File: config.mk
export PLATFORM = sky130hd
export DESIGN_NAME = fetch_sequencer_flat
export DESIGN_NICKNAME = d
export VERILOG_FILES = /design/src/rtl/fetch_sequencer_if.sv /design/src/rtl/fetch_sequencer.sv /design/src/flat_wrapper.sv
export SDC_FILE = /design/constraint.sdc
export NUM_CORES = 1
export LEC_CHECK = 0
export ABC_CLOCK_PERIOD_IN_PS = 4900
export CORE_ASPECT_RATIO = 0.8
export CORE_MARGIN = 10
export CORE_UTILIZATION = 49
export CTS_CLUSTER_DIAMETER = 60
export CTS_CLUSTER_SIZE = 40
export DETAILED_ROUTE_END_ITERATION = 16
export GPL_TIMING_DRIVEN = 0
export PLACE_DENSITY = 0.8
export SETUP_SLACK_MARGIN = 0.05
export SKIP_CTS_REPAIR_TIMING = 1
export SLEW_MARGIN = 25
export SYNTH_ARGS = -nofsm -noshare
export SYNTH_HDL_FRONTEND = slang
export SYNTH_SLANG_ARGS = --single-unit
File: constraint.sdc
create_clock -name Clk -period 4.9 [get_ports Clk]
set_clock_uncertainty 0.05 [all_clocks]
set_input_delay 0.735 -clock Clk [delete_from_list [all_inputs] [get_ports Clk]]
set_output_delay 0.735 -clock Clk [all_outputs]
set_load 0.02 [all_outputs]
File: src/rtl/fetch_sequencer_if.sv
// rtl/fetch_sequencer_if.sv - sequencer <-> decoder/ROM/testbench signal bundle
interface fetch_sequencer_if #(
  parameter int PC_W = 10
);
  logic            Start;
  logic [8:0]      Instruction;
  logic [1:0]      NextState;
  logic            BranchEn;
  logic [8:0]      BranchTarget;
  logic            CMPLoadEn;
  logic [2:0]      CMPBitsIn;
  logic            AckIn;
  logic [PC_W-1:0] ProgCtr;
  logic [1:0]      CurrState;
  logic [8:0]      PrevInstruction;
  logic [2:0]      CMPBits;
  logic            Running;
  logic            Done;
  logic            Timeout;

  // Driver side: ROM, decoder and start/done handshake partner
  modport master (
    output Start, Instruction, NextState, BranchEn, BranchTarget,
           CMPLoadEn, CMPBitsIn, AckIn,
    input  ProgCtr, CurrState, PrevInstruction, CMPBits,
           Running, Done, Timeout
  );

  // Sequencer side
  modport slave (
    input  Start, Instruction, NextState, BranchEn, BranchTarget,
           CMPLoadEn, CMPBitsIn, AckIn,
    output ProgCtr, CurrState, PrevInstruction, CMPBits,
           Running, Done, Timeout
  );
endinterface

File: src/rtl/fetch_sequencer.sv
// rtl/fetch_sequencer.sv - program counter / decode-mode sequencer with start handshake and watchdog
module fetch_sequencer #(
  parameter int PC_W       = 10,
  parameter int START_ADDR = 0,
  parameter int MAX_CYCLES = 4096
) (
  input logic              Clk,
  input logic              Reset,
  fetch_sequencer_if.slave bus
);

  localparam int CNT_W = $clog2(MAX_CYCLES);

  localparam logic [1:0] IDLE = 2'd0;
  localparam logic [1:0] RUN  = 2'd1;
  localparam logic [1:0] HALT = 2'd2;

  localparam logic [PC_W-1:0]  START_PC   = PC_W'(START_ADDR);
  localparam logic [CNT_W-1:0] LAST_CYCLE = CNT_W'(MAX_CYCLES - 1);

  logic [1:0]       state;
  logic [PC_W-1:0]  pc;
  logic [PC_W-1:0]  pc_next;
  logic [1:0]       mode;
  logic [8:0]       prev_instr;
  logic [2:0]       cmp_bits;
  logic [CNT_W-1:0] count;
  logic             start_seen;
  logic             timeout;
  logic             last_cycle;

  // Next fetch address: branch target (zero-extended) or sequential, wrapping at the top
  always_comb begin
    pc_next = pc + PC_W'(1);
    if (bus.BranchEn) begin
      pc_next = PC_W'(bus.BranchTarget);
    end
  end

  // Watchdog fires on the RUN cycle whose count is the last allowed one
  assign last_cycle = (count == LAST_CYCLE);

  // Sequencer state: reset, Start abort/arm, then IDLE/RUN/HALT behaviour
  always_ff @(posedge Clk) begin
    if (!Reset) begin
      state      <= IDLE;
      pc         <= START_PC;
      mode       <= 2'b00;
      prev_instr <= 9'd0;
      cmp_bits   <= 3'b000;
      count      <= '0;
      start_seen <= 1'b0;
      timeout    <= 1'b0;
    end else if (bus.Start) begin
      // Start high holds the sequencer in IDLE and arms the falling-edge launch;
      // PrevInstruction deliberately survives an abort.
      state      <= IDLE;
      pc         <= START_PC;
      mode       <= 2'b00;
      cmp_bits   <= 3'b000;
      count      <= '0;
      start_seen <= 1'b1;
      timeout    <= 1'b0;
    end else begin
      case (state)
        IDLE: begin
          if (start_seen) begin
            state      <= RUN;
            start_seen <= 1'b0;
          end
        end
        RUN: begin
          if (bus.AckIn) begin
            // Program done: architectural state freezes, branch/compare load ignored
            state   <= HALT;
            timeout <= 1'b0;
          end else begin
            prev_instr <= bus.Instruction;
            mode       <= bus.NextState;
            pc         <= pc_next;
            if (bus.CMPLoadEn) begin
              cmp_bits <= bus.CMPBitsIn;
            end
            count <= count + CNT_W'(1);
            if (last_cycle) begin
              state   <= HALT;
              timeout <= 1'b1;
            end
          end
        end
        HALT: begin
        end
        default: begin
          state <= IDLE;
        end
      endcase
    end
  end

  assign bus.ProgCtr         = pc;
  assign bus.CurrState       = mode;
  assign bus.PrevInstruction = prev_instr;
  assign bus.CMPBits         = cmp_bits;
  assign bus.Running         = (state == RUN);
  assign bus.Done            = (state == HALT);
  assign bus.Timeout         = timeout;

endmodule
File: src/flat_wrapper.sv
// flat-port wrapper written by rule: the top's interface ports become plain ports
module fetch_sequencer_flat 
#(
  parameter int PC_W       = 10,
  parameter int START_ADDR = 0,
  parameter int MAX_CYCLES = 4096
)
  (Clk, Reset, bus_Start, bus_Instruction, bus_NextState, bus_BranchEn, bus_BranchTarget, bus_CMPLoadEn, bus_CMPBitsIn, bus_AckIn, bus_ProgCtr, bus_CurrState, bus_PrevInstruction, bus_CMPBits, bus_Running, bus_Done, bus_Timeout);
  fetch_sequencer_if #(.PC_W(PC_W)) bus_i ();
  input logic Clk;
  input logic Reset;
  input wire logic [$bits(bus_i.Start)-1:0] bus_Start;
  input wire logic [$bits(bus_i.Instruction)-1:0] bus_Instruction;
  input wire logic [$bits(bus_i.NextState)-1:0] bus_NextState;
  input wire logic [$bits(bus_i.BranchEn)-1:0] bus_BranchEn;
  input wire logic [$bits(bus_i.BranchTarget)-1:0] bus_BranchTarget;
  input wire logic [$bits(bus_i.CMPLoadEn)-1:0] bus_CMPLoadEn;
  input wire logic [$bits(bus_i.CMPBitsIn)-1:0] bus_CMPBitsIn;
  input wire logic [$bits(bus_i.AckIn)-1:0] bus_AckIn;
  output wire logic [$bits(bus_i.ProgCtr)-1:0] bus_ProgCtr;
  output wire logic [$bits(bus_i.CurrState)-1:0] bus_CurrState;
  output wire logic [$bits(bus_i.PrevInstruction)-1:0] bus_PrevInstruction;
  output wire logic [$bits(bus_i.CMPBits)-1:0] bus_CMPBits;
  output wire logic [$bits(bus_i.Running)-1:0] bus_Running;
  output wire logic [$bits(bus_i.Done)-1:0] bus_Done;
  output wire logic [$bits(bus_i.Timeout)-1:0] bus_Timeout;
  assign bus_i.Start = bus_Start;
  assign bus_i.Instruction = bus_Instruction;
  assign bus_i.NextState = bus_NextState;
  assign bus_i.BranchEn = bus_BranchEn;
  assign bus_i.BranchTarget = bus_BranchTarget;
  assign bus_i.CMPLoadEn = bus_CMPLoadEn;
  assign bus_i.CMPBitsIn = bus_CMPBitsIn;
  assign bus_i.AckIn = bus_AckIn;
  assign bus_ProgCtr = bus_i.ProgCtr;
  assign bus_CurrState = bus_i.CurrState;
  assign bus_PrevInstruction = bus_i.PrevInstruction;
  assign bus_CMPBits = bus_i.CMPBits;
  assign bus_Running = bus_i.Running;
  assign bus_Done = bus_i.Done;
  assign bus_Timeout = bus_i.Timeout;
  fetch_sequencer #(.PC_W(PC_W), .START_ADDR(START_ADDR), .MAX_CYCLES(MAX_CYCLES)) u_core (.Clk(Clk), .Reset(Reset), .bus(bus_i));
endmodule
### Cells by drive strength, run 1

Drawn at 4 px/um.
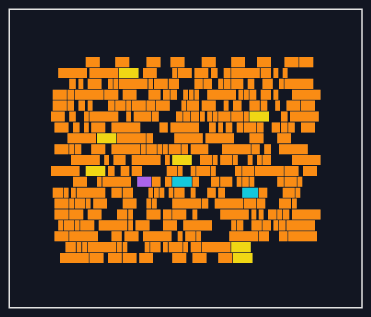
- purple: _2 cells (cells 1; most used or4b_2)
- orange: _0 and _1 cells (cells 273; most used clkdlybuf4s50_1)
- yellow: _6 and larger (cells 7; most used clkbuf_8)
- cyan: _3 and _4 cells (cells 2)

### The metal 3 layer, run 1

Drawn at 3 px/um. Cells faint in the background.
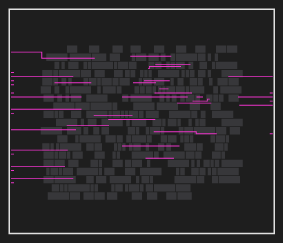
- main direction: horizontal
- nets with wire on the layer: 35

==> results.cfg, run 1 <==
; generated from flow reports
[run_status]
status = complete, no violations

[pwr]
pg_seq_uw = 329
leakagePower_uw = 0.000796
power_density_nw_per_um2 = 248
p_int_uw = 482
pwr-share-comb_pct = 8.4

[finish]
regMostFlops = u_core.count
combGateArea_um2 = 945
lay_top_cells = clkdlybuf4s50_1 (54), nand2_1 (47), dfxtp_1 (40), a21oi_1 (17), nor2_1 (15)
fin_nets = 314
antennaDiodeCount = 0
logic_gate_count = 167
drive_above_1_share_pct = 3.53
clockBufferCount = 7
signal_buffers = 67
area_delta_synth_final_pct = 38.3
finalNonFillerCells = 325
clock_area_share_pct = 3.87

[synth]
logic_family = simple AND/OR/NAND/NOR gates
aoi_share_pct = 19.3
simple_gate_area_share_pct = 26.7
synth_top_cell_by_area = dfxtp_1
top_area_share_pct = 44.4
ys_sh_xor_pct = 3.89
syn_nets = 253
synth_cell_types = 36
mux_share_pct = 1.11

[sta]
setup_viol = 0
tns_ps = 0
fin_crit_ps = 2510
tightest_slew_ps = 593
drv_slew = 0
whs_ps = 405
fmax_ghz = 0.398

[min_path]
min_to = u_core.bus.CMPBits[1]$_SDFFE_PP0P_
hp-start = u_core.bus.CMPBits[1]$_SDFFE_PP0P_

[job]
max-cap-violations = 0
openroad.warnings = 26

[placed_design]
place_ws_ps = 2110

[floorplanning]
core_um2 = 3490

[critical_path]
r2r-end = u_core.bus.ProgCtr[2]$_SDFFE_PP0P_
path_class = input port to flop
critPathLaunch = bus_AckIn
cpMaxStageDelayCell = nor3b_1
cp_num_cells = 6

[route]
wl_met2_um = 2360
ant_nets = 0

[grt]
gr-usage-met1_pct = 19.6

[clock_tree]
clock_sinks = 40
### Where the registers sit, run 1

Drawn at 4 px/um. Other sequential cells in the stronger gray, the rest of the logic in the fainter gray.
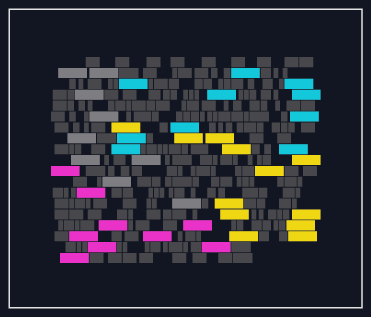
- magenta: u_core.bus.PrevInstruction (placed flops 9)
- cyan: u_core.bus.ProgCtr (placed flops 10)
- yellow: u_core.count (placed flops 12)
- not colored: 9

### Placed standard cells, run 1

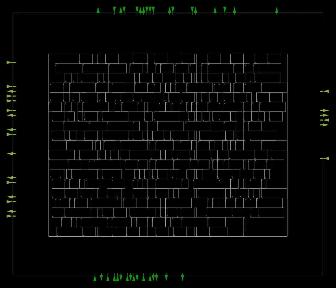
n_taps: 42
layout sequential cell count: 40
Seq area share: 32.1%
row count: 19
utilization after layout: 71.3%

--- run 2 (diff from run 1) ---
ABC_CLOCK_PERIOD_IN_PS = 2500   (was 4900)
CORE_UTILIZATION = 46   (was 49)
PLACE_DENSITY = 0.76   (was 0.8)
clock period = 2.5 ns   (was 4.9 ns; I/O delays follow)
### Placed standard cells, run 2

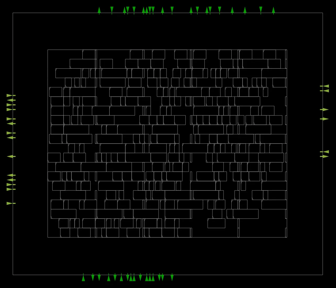
n_taps: 55
row count: 20
utilization after layout: 66.3%
core footprint: 3780 um2

==> results.cfg, run 2 <==
; generated from flow reports
[pwr]
leakagePower_uw = 0.000794
power_density_nw_per_um2 = 469
pwr-share-comb_pct = 8.8
p_int_uw = 923

[finish]
design.seq.count = 40
logic_gate_count = 167
clock_area_share_pct = 3.59
lay_top_cells = clkdlybuf4s50_1 (54), nand2_1 (47), dfxtp_1 (40), a21oi_1 (17)
clockBufferCount = 8
combGateArea_um2 = 950
drive_above_1_share_pct = 3.52
fin_nets = 314
signal_buffers = 67
sh_seq_area_pct = 32.0
finalNonFillerCells = 339
antennaDiodeCount = 0

[run_status]
status = complete, no violations

[synth]
synth_cell_types = 36
simple_gate_area_share_pct = 26.7
synth_top_cell_by_area = dfxtp_1
syn_nets = 253
aoi_share_pct = 19.3
ys_sh_xor_pct = 3.89
top_area_share_pct = 44.4
logic_family = simple AND/OR/NAND/NOR gates
mux_share_pct = 1.11

[sta]
whs_ps = 407
fmax_ghz = 0.456
tns_ps = 0
setup_viol = 0
drv_slew = 0

[clock_tree]
clock_sinks = 40

[critical_path]
r2r-end = u_core.bus.PrevInstruction[8]$_SDFFE_PN0P_
critPathLaunch = bus_AckIn
path_class = input port to flop
cp_num_cells = 5

[min_path]
hp-start = u_core.bus.CurrState[1]$_SDFFE_PP0P_

[job]
openroad.warnings = 26
max-cap-violations = 0

[placed_design]
dp_cells = 331
place_ws_ps = 66.7

[grt]
gr-usage-met1_pct = 17.6
### The metal 3 layer, run 2

Drawn at 3 px/um. Cells faint in the background.
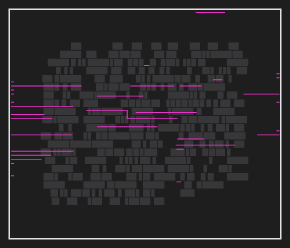
- nets with wire on the layer: 30
- share of all routed wire: 6.2%

--- run 3 (diff from run 2) ---
ABC_CLOCK_PERIOD_IN_PS = 2000   (was 2500)
CORE_UTILIZATION = 41   (was 46)
PLACE_DENSITY = 0.72   (was 0.76)
clock period = 2 ns   (was 2.5 ns; I/O delays follow)
### Where the registers sit, run 3

Drawn at 4 px/um. Other sequential cells in the stronger gray, the rest of the logic in the fainter gray.
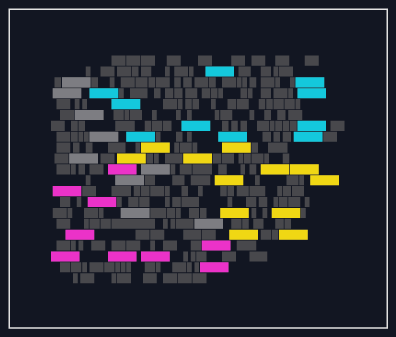
- magenta: u_core.bus.PrevInstruction (placed flops 9)
- cyan: u_core.bus.ProgCtr (placed flops 10)
- yellow: u_core.count (placed flops 12)
- not colored: 9

==> results.cfg, run 3 <==
; generated from flow reports
[run_status]
status = complete, no violations

[pwr]
p_int_uw = 1240
leakagePower_uw = 0.000855
pg_seq_uw = 805
power_density_nw_per_um2 = 623

[finish]
regMostFlops = u_core.count
clock_area_share_pct = 4.35
combGateArea_um2 = 963
fin_nets = 314
area_delta_synth_final_pct = 41.9
drive_above_1_share_pct = 5.99
final_util_pct = 60.8
clockBufferCount = 5

[synth]
synth_cell_types = 36
simple_gate_area_share_pct = 26.7
synth_top_cell_by_area = dfxtp_1
ys_sh_xor_pct = 3.89
aoi_share_pct = 19.3
top_area_share_pct = 44.4

[critical_path]
critPathLaunch = u_core.count[3]$_SDFFE_PP0P_
cp_num_cells = 4

[floorplanning]
core_um2 = 4200
n_tap_cell = 57

[grt]
gr-usage-met1_pct = 17.2

[sta]
tightest_slew_ps = 538
fin_crit_ps = 1860

[job]
openroad.warnings = 26

[clock_tree]
clock_sinks = 40
### Cells by drive strength, run 3

Drawn at 4 px/um.
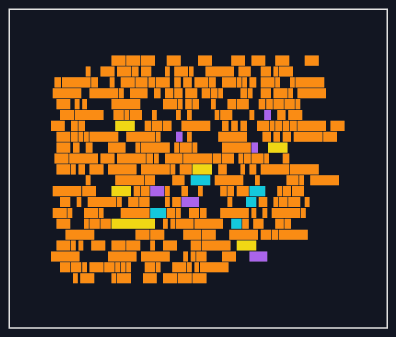
- orange: _0 and _1 cells (cells 267; most used clkdlybuf4s50_1)
- cyan: _3 and _4 cells (cells 5)
- purple: _2 cells (cells 6)
- yellow: _6 and larger (cells 6; most used clkbuf_8)

Power and IR drop assume default switching activity.
